==> config.mk <==
export PLATFORM = sky130hd
export DESIGN_NAME = vga_rect_fill_flat
export DESIGN_NICKNAME = d
export VERILOG_FILES = /design/src/rtl/vga_pkg.sv /design/src/rtl/vga_rect_fill_if.sv /design/src/rtl/vga_rect_clip.sv /design/src/rtl/vga_rect_fill.sv /design/src/flat_wrapper.sv
export SDC_FILE = /design/constraint.sdc
export NUM_CORES = 1
export LEC_CHECK = 0
export CORE_ASPECT_RATIO = 0.6
export CORE_MARGIN = 2
export CORE_UTILIZATION = 49
export CTS_CLUSTER_DIAMETER = 100
export DETAILED_ROUTE_END_ITERATION = 10
export HOLD_SLACK_MARGIN = 0.12
export PLACE_DENSITY = 0.81
export RECOVER_POWER = 25
export SLEW_MARGIN = 20
export SYNTH_ARGS = -nofsm -noshare
export SYNTH_HDL_FRONTEND = slang
export SYNTH_SLANG_ARGS = --single-unit
export TNS_END_PERCENT = 5
==> constraint.sdc <==
create_clock -name clk -period 2.4 [get_ports clk]
set_input_delay 0.48 -clock clk [delete_from_list [all_inputs] [get_ports clk]]
set_output_delay 0.48 -clock clk [all_outputs]
set_load 0.005 [all_outputs]
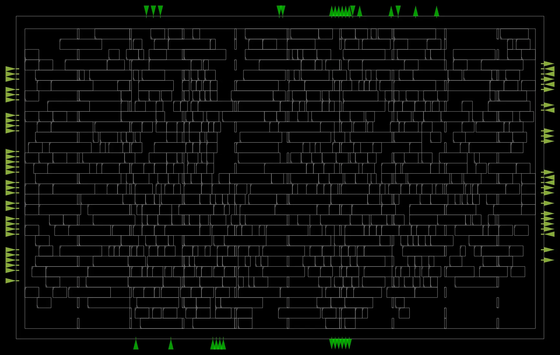
*Cell placement*
Core ar.: 0.0106 sq mm
Post-Layout Cell Count: 777
post-layout util: 70.0%

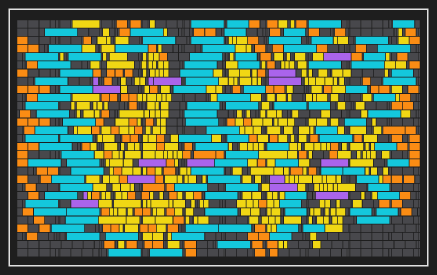
*Placed cells, one colour a class*
Fill, decap, tap and diode cells in grey.
Orange marks other buffers and delay cells, cells 159. Yellow marks combinational and other logic, cells 355. Purple marks clock drivers and dummy loads, cells 16. Cyan marks flops, cells 108.
Finished Cell Area: 0.00742 sq mm
flop share of the area: 39.3%

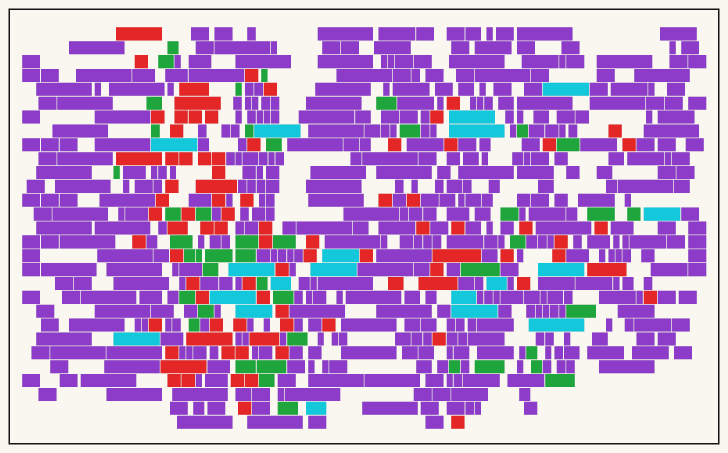
*Cell sizes after repair*
Cyan marks _6 and larger, cells 19, share 3.0%. Red marks _3 and _4 cells, cells 84, share 13%. Purple marks _0 and _1 cells, cells 491, share 77%. Green marks _2 cells, cells 44, share 6.9%.
count of non-CTS buffers in the layout: 159
Layout area overhead: 38.7%
Worst Slack Setup Final: 21.4 ps

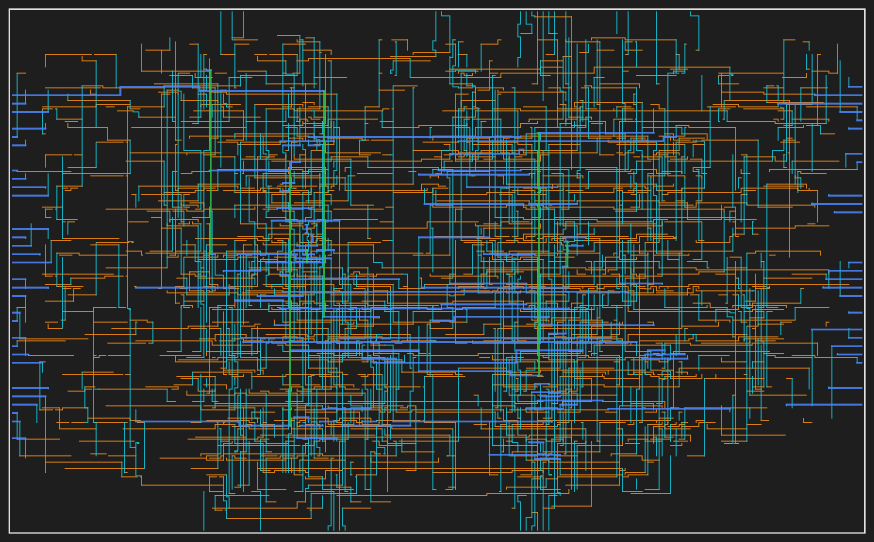
*Wiring by layer*
Blue marks metal 3, wire length 1,190 microns. Orange marks metal 1, wire length 6,700 microns. Cyan marks metal 2, wire length 5,740 microns. Green marks metal 4, wire length 154 microns.
final WL: 13,800 microns
vias: 4,369
gr usage total: 23.3%
WL/cell: 17.7 microns

==> metrics.cfg <==
[placed_design]
gp_congestion = 0.910
hpwl_microns = 9810
io_buffers = 82
dpl-instance-area_sq_mm = 0.00684

[synthesis]
synth_area_per_cell_sq_um = 11.1
yosysMostFrequentCell = edfxtp_1
postSynthSeqShare_pct = 54.5
synth-edff-count = 75
ys.flop_type = edfxtp_1
syn_area_sq_mm = 0.00535
synth_cells = 483
common_cells = edfxtp_1, nand2_1, dfxtp_1
area_leaders = edfxtp_1, dfxtp_1, ha_1
yosysTopAreaCell = edfxtp_1
ys_ff = 108
ys_types = 60
synthArstFlopShare_pct = 0
yosys_warnings = 0
ys_area_sq_mm = 0.00535
ys_cells = 483
synth_top_area_share_pct = 42.1

[routing]
ant_nets = 0
first_pass_iters = 5
drc = 0
avgViaCountPerCell = 5.62
drt_iter0_markers = 394

[final_timing]
fin_skew_ps = 13.9
rsz0062_at_grt = yes
max_freq_mhz = 420
timing.max_slew.rel_slack_pct = 61.1
report.final.hold_viol_count = 0
slew_viol_final = 0
setup_viol = 0
period_minus_slack_ps = 2380
worst_slew_pin_slew_ps = 580
fin_crit_sh_pct = 99.1

[power_and_ir_drop]
power.density_mw_per_mm2 = 1170
p_leak_nw = 2.80
vdd_drop_max_v = 0.000949

[layout]
fin_nets = 706
drive_gt1_share_pct = 23.0
n_antenna_cell = 0

[global_routing]
grt_pass1_vias = 4008
grt_pass1_wl_microns = 21400
antenna_found_initial = 0
grt_max_degree = 47
overflow = 0

[cts]
cts_inserted_buffers = 9
cts_root_buf = clkbuf_16
path_clk_slew_ps = 70
cts_tree = done
worstSkewPairLatency_ps = 360
cts_sinks = 108
clk_path_buf_depth = 2
htree_levels = 3

[floorplan]
pin_count = 83
fp-utilization_pct = 50.5
die-height_microns = 84.9
rows = 29
die_w_microns = 139
die_area_sq_mm = 0.0118

[setup_path]
worst-setup-path-type = reg2reg
arrival_ps = 2630
start_kind = flip-flop
endpoint_kind = flip-flop
rr_worst_depth = 10
cp_max_fo = 8
cp.required_ps = 2650
r2r_slack_ps = 20

[status]
status = complete, no violations

[run]
max_cap_violations = 0
warnings = 30

[min_path]
hold_path.class = reg2reg
whs_path_depth = 2

==> layout by cell type (no fill, tap or decap), types with 16 or more instances in the layout <==
master,n
edfxtp_1,75
buf_4,71
nand2_1,55
dlygate4sd3_1,46
clkdlybuf4s50_1,36
dfxtp_1,32
nand3_1,23
a21oi_1,23
inv_1,22
xnor2_1,22
o211ai_1,20
o21ai_0,18
ha_1,17
nor2_1,16
mux2i_1,16
==> final cells by class <==
cell class / instances / area, sq um
clock inverters: 4 / 70.1
clock buffers: 12 / 268
well taps: 139 / 174
multi-input cells: 328 / 2440
fillers: 726 / 3180
inverters: 27 / 101
repair buffers: 159 / 1450
flip-flops and latches: 108 / 2910
==> where the power goes <==
group          switching (W)  total (W)  internal [W]
Combinational        0.00208    0.00395       0.00187
Clock               0.000664    0.00167       0.00100
Sequential          0.000375    0.00306       0.00268
==> critical path, cell delays in order (launching register included) <==
cell and delay (ps):
edfxtp_1 440, ha_4 310, nand4_1 170, nor2_2 160, a21o_1 180, o21ai_2 100
buf_4 170, o2111ai_4 220, buf_6 160, a21oi_1 50, o32ai_1 320
==> routing by layer <==
layer / global-route usage [%] / up-vias / share of wire (%)
li1: - / 2084 / -
met1: 34.9 / 2062 / 49
met3: 6.94 / 15 / 8.6
met2: 33.2 / 208 / 42
met5: 0 / - / 0
met4: 5.60 / 0 / 1.1
==> metrics by stage <==
| step | hold slack (ps) | power (W) | TNS, ps | setup slack [ps] | cells |
|---|---|---|---|---|---|
| floorplan | 453 | 0.00500 | 0 | 13.2 | 484 |
| global placement | 460 | 0.00649 | -38.0 | -32.2 | 757 |
| detailed placement | 475 | 0.00665 | -2310 | -132 | 757 |
| CTS | 490 | 0.00839 | 0 | 0.505 | 773 |
| global route | 519 | 0.00914 | -139 | -60.6 | 777 |
| finish | 484 | 0.00868 | 0 | 21.4 | 777 |
==> timing repair <==
action                                  in CTS  in global routing
resized                                     10                 36
buffers inserted                             0                  4
hold buffers                                 0                  0
cloned                                       0                  0
endpoints found under the setup margin      34                 42
hold endpoints to repair                     0                  0
pin swaps                                    0                 13
==> logic make-up (layout without fill, tap and decap cells) <==
logic type,after synthesis,in the layout,share of synthesized area (%)
compound gates,118,118,15.5
mux,24,24,4.66
buf+inv,48,202,3.77
xor+xnor,26,26,4.26
other cells,1,2,0.0701
simple gates,135,135,11.9
flops,108,108,54.5
fa+ha+maj,23,23,5.38
No activity file was given, so power comes from the tool's default toggle rates.
